[config.mk]
export PLATFORM = sky130hd
export DESIGN_NAME = mem_access_unit_flat
export DESIGN_NICKNAME = d
export VERILOG_FILES = /design/src/rtl/mem_pkg.sv /design/src/rtl/mem_access_unit_if.sv /design/src/rtl/byte_lane_unit.sv /design/src/rtl/mem_access_unit.sv /design/src/flat_wrapper.sv
export SDC_FILE = /design/constraint.sdc
export NUM_CORES = 1
export LEC_CHECK = 0
export CAP_MARGIN = 20
export CELL_PAD_IN_SITES_DETAIL_PLACEMENT = 1
export CELL_PAD_IN_SITES_GLOBAL_PLACEMENT = 2
export CORE_UTILIZATION = 28
export DETAILED_ROUTE_END_ITERATION = 10
export PLACE_DENSITY_LB_ADDON = 0.2
export SETUP_SLACK_MARGIN = 0.1
export SYNTH_ARGS = -nofsm -noshare
export SYNTH_HDL_FRONTEND = slang
export SYNTH_SLANG_ARGS = --single-unit
export TNS_END_PERCENT = 100
[constraint.sdc]
create_clock -name clk -period 2.6 [get_ports clk]
set_input_delay 0.39 -clock clk [delete_from_list [all_inputs] [get_ports clk]]
set_output_delay 0.39 -clock clk [all_outputs]
set_load 0.05 [all_outputs]
[src/rtl/mem_pkg.sv]
// Shared definitions for the memory-stage load/store unit.
//   op_e       : pipeline load/store opcodes (LB..SW)
//   state_e    : sequencing states of mem_access_unit
//   WORD_BYTES : width of one data_memory access in bytes
package mem_pkg;

  localparam int WORD_BYTES = 4;

  typedef enum logic [2:0] {
    OP_LB  = 3'd0,
    OP_LBU = 3'd1,
    OP_LH  = 3'd2,
    OP_LHU = 3'd3,
    OP_LW  = 3'd4,
    OP_SB  = 3'd5,
    OP_SH  = 3'd6,
    OP_SW  = 3'd7
  } op_e;

  typedef enum logic [2:0] {
    ST_IDLE,
    ST_LD,
    ST_ST,
    ST_RMW_RD,
    ST_RMW_WR,
    ST_RESP
  } state_e;

endpackage

[src/rtl/mem_access_unit_if.sv]
// Bundle between the pipeline / data_memory side and mem_access_unit.
//   Request side : req, op, addr, wdata  ->  busy, done, rdata, addr_err
//   Memory side  : mem_address, mem_read, mem_write, mem_write_data -> mem_out
// Modports:
//   slave  : the load/store unit itself
//   master : the surrounding pipeline stage plus data_memory
interface mem_access_unit_if;
  import mem_pkg::*;

  logic        req;
  op_e         op;
  logic [31:0] addr;
  logic [31:0] wdata;
  logic        busy;
  logic        done;
  logic [31:0] rdata;
  logic        addr_err;
  logic [31:0] mem_address;
  logic        mem_read;
  logic        mem_write;
  logic [31:0] mem_write_data;
  logic [31:0] mem_out;

  modport slave (
    input  req, op, addr, wdata, mem_out,
    output busy, done, rdata, addr_err,
           mem_address, mem_read, mem_write, mem_write_data
  );

  modport master (
    output req, op, addr, wdata, mem_out,
    input  busy, done, rdata, addr_err,
           mem_address, mem_read, mem_write, mem_write_data
  );

endinterface

[src/rtl/byte_lane_unit.sv]
// Combinational big-endian byte-lane logic for the load/store unit.
//   Load path : selects the byte/halfword at off from mem_out and sign- or
//               zero-extends it into rdata_next (LW passes the word through).
//   Store path: merges wdata into word at the lane selected by off for
//               SB/SH; other ops return word unchanged.
// Ports:
//   mem_out    in  32  word read from data_memory
//   op         in   3  latched opcode
//   off        in   2  byte offset within the word
//   rdata_next out 32  extended load result
//   word       in  32  previously read word (read-modify-write)
//   wdata      in  16  right-aligned store data (only the low half matters)
//   merged     out 32  word to write back
module byte_lane_unit
  import mem_pkg::*;
(
  input  logic [31:0] mem_out,
  input  op_e         op,
  input  logic [1:0]  off,
  output logic [31:0] rdata_next,
  input  logic [31:0] word,
  input  logic [15:0] wdata,
  output logic [31:0] merged
);

  logic [7:0]  lane_byte;
  logic [15:0] lane_half;

  // NOTE: every always_comb output gets a default first so no path leaves it unassigned (no latch).
  always_comb begin
    lane_byte = mem_out[31:24];
    unique case (off)
      2'd0: lane_byte = mem_out[31:24];
      2'd1: lane_byte = mem_out[23:16];
      2'd2: lane_byte = mem_out[15:8];
      2'd3: lane_byte = mem_out[7:0];
    endcase
    // Halfword ops are only issued with off 0 or 2, so off[1] picks the lane.
    lane_half = off[1] ? mem_out[15:0] : mem_out[31:16];

    rdata_next = mem_out;
    case (op)
      OP_LB:   rdata_next = {{24{lane_byte[7]}}, lane_byte};
      OP_LBU:  rdata_next = {24'h0, lane_byte};
      OP_LH:   rdata_next = {{16{lane_half[15]}}, lane_half};
      OP_LHU:  rdata_next = {16'h0, lane_half};
      default: rdata_next = mem_out;
    endcase
  end

  always_comb begin
    merged = word;
    case (op)
      OP_SB: begin
        unique case (off)
          2'd0: merged[31:24] = wdata[7:0];
          2'd1: merged[23:16] = wdata[7:0];
          2'd2: merged[15:8]  = wdata[7:0];
          2'd3: merged[7:0]   = wdata[7:0];
        endcase
      end
      OP_SH: begin
        if (off[1]) merged[15:0]  = wdata;
        else        merged[31:16] = wdata;
      end
      default: merged = word;
    endcase
  end

endmodule

[src/rtl/mem_access_unit.sv]
// Load/store unit between the CPU memory stage and data_memory.
// Turns byte/halfword/word load/store requests into word-aligned accesses;
// sub-word stores are done as read-modify-write. Misaligned or out-of-range
// requests are answered with addr_err and never reach memory.
// Ports:
//   clk  in  system clock, rising edge
//   rst  in  synchronous active-high reset
//   bus  slave modport of mem_access_unit_if (request + data_memory side)
// Parameter:
//   MEM_BYTES  byte capacity of data_memory; legal bases are 0..MEM_BYTES-4
module mem_access_unit
  import mem_pkg::*;
#(
  parameter int MEM_BYTES = 1024
) (
  input  logic               clk,
  input  logic               rst,
  mem_access_unit_if.slave   bus
);

  localparam logic [31:0] MAX_BASE = 32'(MEM_BYTES - WORD_BYTES);

  state_e      state;
  op_e         op_q;
  logic [1:0]  off_q;
  logic [31:0] wdata_q;
  logic [31:0] merge_q;
  logic [31:0] rdata_q;
  logic [31:0] mem_address_q;
  logic        busy_q;
  logic        done_q;
  logic        addr_err_q;
  logic        mem_read_q;
  logic        mem_write_q;

  logic [31:0] rdata_next;
  logic [31:0] merged;

  // Acceptance-time decode of the incoming request.
  logic [31:0] req_base;
  logic        req_err;

  assign req_base = {bus.addr[31:2], 2'b00};

  always_comb begin
    req_err = (req_base > MAX_BASE);
    case (bus.op)
      OP_LH, OP_LHU, OP_SH: req_err = req_err | bus.addr[0];
      OP_LW, OP_SW:         req_err = req_err | (bus.addr[1:0] != 2'b00);
      default:              ;
    endcase
  end

  byte_lane_unit u_lanes (
    .mem_out    (bus.mem_out),
    .op         (op_q),
    .off        (off_q),
    .rdata_next (rdata_next),
    .word       (merge_q),
    .wdata      (wdata_q[15:0]),
    .merged     (merged)
  );

  // Control outputs are registered alongside the state: each transition
  // loads the values the next state must present.
  // NOTE: sequential state uses non-blocking assignments so every register samples pre-edge values.
  always_ff @(posedge clk) begin
    // NOTE: reset is synchronous and clears every register, the merge word included; none is a RAM.
    if (rst) begin
      state         <= ST_IDLE;
      op_q          <= OP_LB;
      off_q         <= 2'b00;
      wdata_q       <= '0;
      merge_q       <= '0;
      rdata_q       <= '0;
      mem_address_q <= '0;
      busy_q        <= 1'b0;
      done_q        <= 1'b0;
      addr_err_q    <= 1'b0;
      mem_read_q    <= 1'b0;
      mem_write_q   <= 1'b0;
    end else begin
      case (state)
        ST_IDLE: begin
          if (bus.req) begin
            op_q       <= bus.op;
            off_q      <= bus.addr[1:0];
            wdata_q    <= bus.wdata;
            busy_q     <= 1'b1;
            addr_err_q <= req_err;
            if (req_err) begin
              state  <= ST_RESP;
              done_q <= 1'b1;
            end else begin
              mem_address_q <= req_base;
              case (bus.op)
                OP_SW: begin
                  state       <= ST_ST;
                  mem_write_q <= 1'b1;
                end
                OP_SB, OP_SH: begin
                  state      <= ST_RMW_RD;
                  mem_read_q <= 1'b1;
                end
                default: begin
                  state      <= ST_LD;
                  mem_read_q <= 1'b1;
                end
              endcase
            end
          end
        end
        ST_LD: begin
          rdata_q       <= rdata_next;
          mem_read_q    <= 1'b0;
          mem_address_q <= '0;
          done_q        <= 1'b1;
          state         <= ST_RESP;
        end
        ST_ST: begin
          mem_write_q   <= 1'b0;
          mem_address_q <= '0;
          done_q        <= 1'b1;
          state         <= ST_RESP;
        end
        ST_RMW_RD: begin
          // Address stays on base for the write-back cycle.
          merge_q     <= bus.mem_out;
          mem_read_q  <= 1'b0;
          mem_write_q <= 1'b1;
          state       <= ST_RMW_WR;
        end
        ST_RMW_WR: begin
          mem_write_q   <= 1'b0;
          mem_address_q <= '0;
          done_q        <= 1'b1;
          state         <= ST_RESP;
        end
        ST_RESP: begin
          done_q <= 1'b0;
          busy_q <= 1'b0;
          state  <= ST_IDLE;
        end
        default: state <= ST_IDLE;
      endcase
    end
  end

  // Write data is a state decode over registers: the merged word depends on
  // the merge register, which is only loaded on entry to RMW_WR.
  always_comb begin
    bus.mem_write_data = '0;
    case (state)
      ST_ST:     bus.mem_write_data = wdata_q;
      ST_RMW_WR: bus.mem_write_data = merged;
      default:   bus.mem_write_data = '0;
    endcase
  end

  assign bus.busy        = busy_q;
  assign bus.done        = done_q;
  assign bus.rdata       = rdata_q;
  assign bus.addr_err    = addr_err_q;
  assign bus.mem_address = mem_address_q;
  assign bus.mem_read    = mem_read_q;
  // A write in flight when reset arrives must not reach memory.
  assign bus.mem_write   = mem_write_q & ~rst;

endmodule

[src/flat_wrapper.sv]
// flat-port wrapper written by rule: the top's interface ports become plain ports
module mem_access_unit_flat import mem_pkg::*;
#(
  parameter int MEM_BYTES = 1024
)
  (clk, rst, bus_req, bus_op, bus_addr, bus_wdata, bus_mem_out, bus_busy, bus_done, bus_rdata, bus_addr_err, bus_mem_address, bus_mem_read, bus_mem_write, bus_mem_write_data);
  mem_access_unit_if bus_i ();
  input  logic clk;
  input  logic rst;
  input wire logic [$bits(bus_i.req)-1:0] bus_req;
  input wire logic [$bits(bus_i.op)-1:0] bus_op;
  input wire logic [$bits(bus_i.addr)-1:0] bus_addr;
  input wire logic [$bits(bus_i.wdata)-1:0] bus_wdata;
  input wire logic [$bits(bus_i.mem_out)-1:0] bus_mem_out;
  output wire logic [$bits(bus_i.busy)-1:0] bus_busy;
  output wire logic [$bits(bus_i.done)-1:0] bus_done;
  output wire logic [$bits(bus_i.rdata)-1:0] bus_rdata;
  output wire logic [$bits(bus_i.addr_err)-1:0] bus_addr_err;
  output wire logic [$bits(bus_i.mem_address)-1:0] bus_mem_address;
  output wire logic [$bits(bus_i.mem_read)-1:0] bus_mem_read;
  output wire logic [$bits(bus_i.mem_write)-1:0] bus_mem_write;
  output wire logic [$bits(bus_i.mem_write_data)-1:0] bus_mem_write_data;
  assign bus_i.req = bus_req;
  assign bus_i.op = bus_op;
  assign bus_i.addr = bus_addr;
  assign bus_i.wdata = bus_wdata;
  assign bus_i.mem_out = bus_mem_out;
  assign bus_busy = bus_i.busy;
  assign bus_done = bus_i.done;
  assign bus_rdata = bus_i.rdata;
  assign bus_addr_err = bus_i.addr_err;
  assign bus_mem_address = bus_i.mem_address;
  assign bus_mem_read = bus_i.mem_read;
  assign bus_mem_write = bus_i.mem_write;
  assign bus_mem_write_data = bus_i.mem_write_data;
  mem_access_unit #(.MEM_BYTES(MEM_BYTES)) u_core (.clk(clk), .rst(rst), .bus(bus_i));
endmodule
Fig. 1: run 1, M4 wires
Scale: 2 px per µm. Supply wires on this layer in gray. Cells faint in the background.
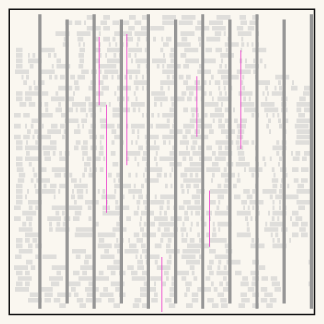
share of all routed wire	1.2%
nets with wire on the layer	4
longest straight run	65.3 µm

Fig. 2: run 1, clock wiring as the flow saved it
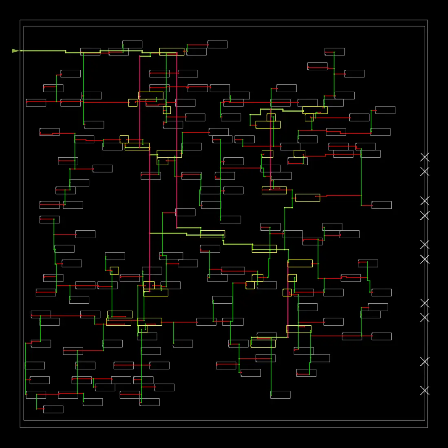
clock-net power: 2.37 mW
flip-flops: 139
worst clock skew: 9.052 ps
clk_lat worst skew: 430 ps

==> impl_metrics.ini, run 1 <==
; flow metrics
[outcome]
outcome = finished, violations left
violations = design-rule violations

[grt]
grt_busiest_layer = met2

[cts]
path_clk_slew_ps = 60
cts_tree = yes
numCtsBuffers = 17

[critical_path]
critPathBufInv = 1
cp_slowest_cell = a222oi_1

[die]
die_h_um = 151.9
ios = 203

[detailed_routing]
drcViolationCount = 20

[logic_synthesis]
synth_cell_types = 63
ys_area_mm2 = 0.006292
edf_count = 0

[final_layout]
fin_cells = 1250
area_delta_synth_final_pct = 52.08

[power_and_ir_drop]
comb_cell_power_mw = 1.05

[timing]
drv_slew = 0

[placed_design]
port_buffers = 200
dp.cells = 1210
Fig. 3: run 1, signal wires on met3
Scale: 3 px per µm. Cells faint in the background.
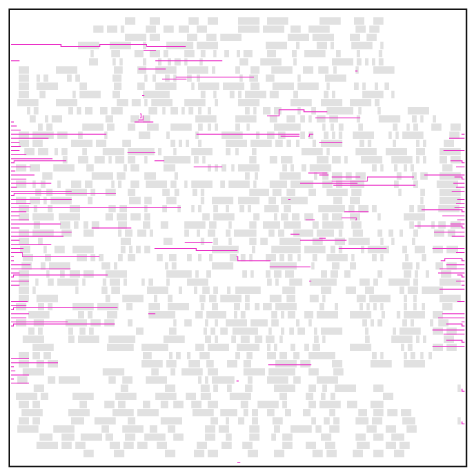
share of all routed wire	5.6%
nets with wire on the layer	123
wire length on this layer	1320 µm

==> run 1: worst min-delay path by stage <==
stage	end	depth (start not counted)	from
global route	u_core.bus.mem_address[10]	1	u_core.bus.mem_address[10]
detailed placement	u_core.wdata_q[26]	2	u_core.wdata_q[26]
CTS	u_core.mem_write_q	4	rst
global placement	u_core.wdata_q[31]	2	u_core.wdata_q[31]
floorplan	u_core.merge_q[16]	2	u_core.merge_q[16]
finish	u_core.wdata_q[26]	2	u_core.wdata_q[26]
==> run 1: cells in the mapped netlist, drive strengths merged, types with 2 or more instances <==
library cell / count / area (µm²)
a22oi: 22 / 165.2
a311oi: 7 / 61.31
nand3b: 3 / 22.52
inv: 4 / 15.01
nand2: 190 / 713.2
o21a: 2 / 15.01
mux2: 6 / 67.56
nor3: 7 / 56.31
o31ai: 8 / 60.06
dfxtp: 139 / 2783
xor2: 2 / 17.52
nand2b: 4 / 25.02
a31o: 2 / 17.52
a31oi: 18 / 112.6
o211ai: 2 / 28.78
clkbuf: 29 / 108.9
a22o: 16 / 140.1
nor3b: 26 / 225.2
a211oi: 4 / 30.03
buf: 32 / 177.7
nand3: 3 / 15.01
nor2b: 5 / 31.28
nor4: 5 / 56.31
a222oi: 8 / 80.08
a21oi: 94 / 485.5
nand4: 10 / 68.81
nor2: 23 / 88.84
and2: 5 / 31.28
and3: 9 / 56.30
o21ai: 52 / 260.3
a21o: 2 / 15.01
mux2i: 10 / 100.1
==> run 1: worst reg2reg max path: cells and delay by family, from the launching register on <==
family / cells / cell delay [ps]
xor gates and xnor gates: 1 / 150
buffers and inverters: 2 / 510
DFF: 1 / 440
and+or+nand+nor: 3 / 750
==> run 2: changes to the inputs <==
--- a/config.mk
+++ b/config.mk
@@ -12,6 +12,7 @@
 export DETAILED_ROUTE_END_ITERATION = 10
 export PLACE_DENSITY_LB_ADDON = 0.2
 export SETUP_SLACK_MARGIN = 0.1
+export SLEW_MARGIN = 10
 export SYNTH_ARGS = -nofsm -noshare
 export SYNTH_HDL_FRONTEND = slang
 export SYNTH_SLANG_ARGS = --single-unit
Fig. 4: run 2, clock wiring as the flow saved it
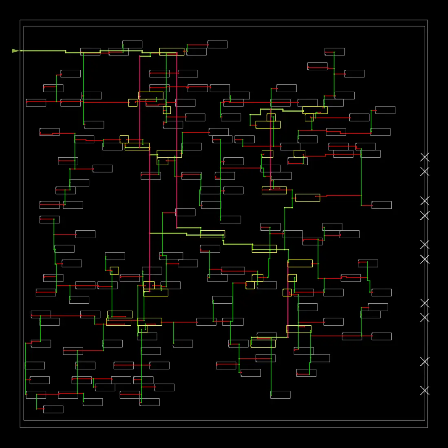
clkbuf count: 17
Num CTS Buffers: 17

==> impl_metrics.ini, run 2 <==
; flow metrics
[logic_synthesis]
ys_top_cells_by_count = 190 x nand2_1, 139 x dfxtp_1, 92 x a21oi_1, 47 x o21ai_0, 29 x clkbuf_1
synth_cell_types = 63
ys_area_mm2 = 0.006292
yosysTopAreaCellShare_pct = 44.22
syn_inst = 766
synth_area_per_cell_um2 = 8.214
yosysTopAreaCell = dfxtp_1
top_cells_by_area = dfxtp_1 44%, nand2_1 11%, a21oi_1 7.3%, o21ai_0 3.7%, a22oi_1 2.6%
top_cell = nand2_1
syn_area_mm2 = 0.006292
edf_count = 0

[detailed_routing]
drcViolationCount = 20
wl_per_cell_um = 18.92
drtIter0Drc = 419

[timing]
drv_slew = 0
fin_worst_skew_ps = 9.052
finalHoldViolCount = 0
rsz0062_at_grt = true
slew_headroom_pct = 51.39
min_period_over_period_pct = 95.67
tightest_slew_ps = 729.2

[die]
ios = 203
die_w_um = 151.9
die-area_mm2 = 0.02308
die_h_um = 151.9

[final_layout]
nNetsFinal = 1059
diodes = 0
area_delta_synth_final_pct = 52.08
fin_util_pct = 43.58
drive_gt1_share_pct = 15.26
fin_cells = 1250

[outcome]
violations = design-rule violations
outcome = finished, violations left

[critical_path]
crit_required_ps = 2210
endpoint_kind = primary output

[placed_design]
dp.cells = 1210
port_buffers = 200

[cts]
cts_tree = yes
path_clk_slew_ps = 60
clock_latency_ps = 430

[run]
cap_violations = 0

[grt]
grt_first_pass_wirelength_mm = 37.24
grt_remaining_overflow = 0
Fig. 5: run 2, zoomed window
Window x 89 to 139, y 89 to 139 µm. Cells in gray, sequential cells in the stronger gray; small squares are vias.
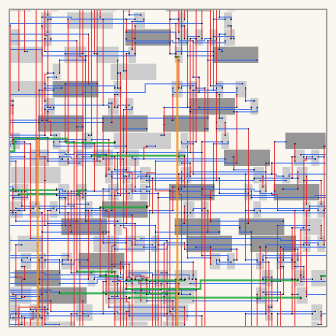
color	layer
red	metal 2
green	metal 3
orange	metal 4
blue	metal 1
most frequent	nand2_1 (43), a21oi_1 (20), dfxtp_1 (19)
netlist names of flops here include	`u_core.wdata_q` (16), `u_core.merge_q` (3)
cells with their middle in the window	124
sequential cells in the window	20

run 2: cell counts in the layout (fill, tap and decap cells not counted):
Identical to the previous run, type by type.
run 2: per-layer routing:
layer,GRT usage [%],routed length [µm],vias up
met5,0,0,-
met4,6.560,286,0
met3,4.649,1321,17
met2,31.97,10660,174
met1,28.34,11390,3022
li1,-,-,3115
run 2: area by class of cell:
cell class              instances  share of cell area, %
clock buffers                  17                  4.446
clock inverters                15                  1.491
inverters                       4                 0.1569
multi-input cells             563                  34.81
flip-flops and latches        139                  29.20
well taps                     280                  3.661
repair buffers                232                  26.24
run 2: cells by family after synthesis:
group,count (synthesis),synth area share (%)
other cells,1,0.05960
compound gates,246,24.62
flops,139,44.22
buf+inv,65,4.792
xor+xnor,3,0.5370
mux,16,2.665
simple gates,296,23.11
run 2: timing repair:
action / CTS / global route
endpoints found under the setup margin: 32 / 32
pin swaps: 3 / 4
hold buffers: 0 / 0
buffers inserted: 2 / 6
gates resized: 19 / 18
run 2: worst min-delay path by stage:
stage | startpoint | endpoint | cells past startpoint
after floorplan | u_core.merge_q[16] | u_core.merge_q[16] | 2
after global placement | u_core.wdata_q[31] | u_core.wdata_q[31] | 2
after detailed placement | u_core.wdata_q[26] | u_core.wdata_q[26] | 2
after CTS | rst | u_core.mem_write_q | 4
after global routing | u_core.bus.mem_address[10] | u_core.bus.mem_address[10] | 1
final | u_core.wdata_q[26] | u_core.wdata_q[26] | 2
run 2: power breakdown:
| part | internal, mW | switching [mW] |
|---|---|---|
| Sequential | 2.23 | 0.0823 |
| Clock | 1.28 | 1.09 |
| Combinational | 0.414 | 0.636 |
run 2: critical path: stages, from the launching register on:
cell and delay [ps]:
dfxtp_1 340, nand2b_2 260, o21bai_4 240, a222oi_1 490, o21ai_1 160, buf_6 180
==> run 3: changes to the inputs <==
--- a/config.mk
+++ b/config.mk
@@ -16,4 +16,3 @@
 export SYNTH_ARGS = -nofsm -noshare
 export SYNTH_HDL_FRONTEND = slang
 export SYNTH_SLANG_ARGS = --single-unit
-export TNS_END_PERCENT = 100
Fig. 6: run 3, M4 wires
Scale: 2 px per µm. Supply wires on this layer in gray. Cells faint in the background.
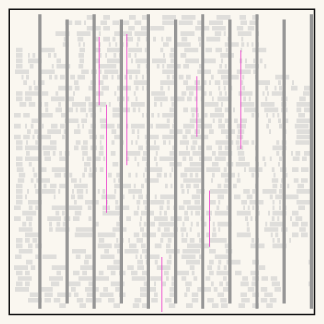
nets with wire on the layer	4
main direction	vertical
wire length on this layer	287 µm
share of all routed wire	1.2%
longest straight run	65.3 µm

==> impl_metrics.ini, run 3 <==
; flow metrics
[power_and_ir_drop]
p_seq_mw = 2.31
comb_power_share_pct = 18.3
seqPwrFrac_pct = 40.3
comb_cell_power_mw = 1.05
clock_power_mw = 2.37

[final_layout]
drive_gt1_share_pct = 15.26
diodes = 0
nNetsFinal = 1059
area_delta_synth_final_pct = 52.08
fin_cells = 1250

[timing]
slew_headroom_pct = 51.39
drv_slew = 0
rsz0062_at_grt = true

[die]
die_w_um = 151.9

[detailed_routing]
drtIter0Drc = 419
drcViolationCount = 20

[cts]
cts_tree = yes

[logic_synthesis]
syn_area_mm2 = 0.006292
ys_area_mm2 = 0.006292
synth_cell_types = 63
synth_area_per_cell_um2 = 8.214
top_cells_by_area = dfxtp_1 44%, nand2_1 11%, a21oi_1 7.3%, o21ai_0 3.7%, a22oi_1 2.6%

[grt]
grt_first_pass_wirelength_mm = 37.24

[placed_design]
dp.cells = 1210
port_buffers = 200

[outcome]
violations = design-rule violations
outcome = finished, violations left

[critical_path]
slowest_delay_ps = 490

[run]
cap_violations = 0
Fig. 7: run 3, clock wiring as the flow saved it
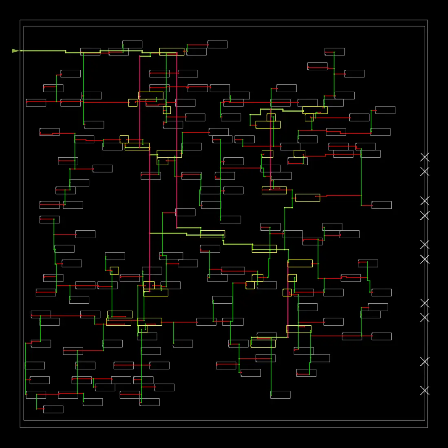
Clock Sinks: 139

## run 3: repair_timing
action / CTS / global route
pin swaps: 3 / 4
gates cloned: 0 / 0
setup buffers: 2 / 6
setup endpoints to repair: 32 / 32
resized: 19 / 18
## run 3: layer usage
layer | GRT usage [%] | wire, µm | up-vias
met5 | 0 | 0 | -
met4 | 6.560 | 286 | 0
met3 | 4.649 | 1321 | 17
met2 | 31.97 | 10660 | 174
met1 | 28.34 | 11390 | 3022
li1 | - | - | 3115
## run 3: cell type report
cell class | instances | area, µm² | share of cell area (%)
clock inverters | 15 | 142.6 | 1.491
inverters | 4 | 15.01 | 0.1569
well taps | 280 | 350.3 | 3.661
multi-input cells | 563 | 3331 | 34.81
repair buffers | 232 | 2511 | 26.24
clock buffers | 17 | 425.4 | 4.446
flip-flops and latches | 139 | 2794 | 29.20
## run 3: final timing paths
check / end / cells after the start / startpoint / slack (ps)
setup / recovery: bus_mem_write_data[30] / 5 / u_core.off_q[1] / 110
hold / removal: u_core.wdata_q[26] / 2 / u_core.wdata_q[26] / 460
setup reg to reg: u_core.bus.mem_address[16] / 6 / u_core.state[1] / 680
hold reg to reg: u_core.wdata_q[26] / 2 / u_core.wdata_q[26] / 460
## run 3: kinds of logic (layout without fill, tap and decap cells)
kind of cell           after synthesis  count (layout)  synth area share (%)
AND/OR/NAND/NOR                    296             296                 23.11
XOR/XNOR                             3               3                0.5370
other                                1               2               0.05960
multiplexers                        16              16                 2.665
flip-flops                         139             139                 44.22
buffers and inverters               65             268                 4.792
AND-OR/OR-AND                      246             246                 24.62
## run 3: worst max-delay path: cells and delay by family, from the launching register on
kind,cells,cell delay [ps]
compound gates,3,890
simple gates,1,260
buf+inv,1,180
flops,1,340
Power and IR drop assume default switching activity.
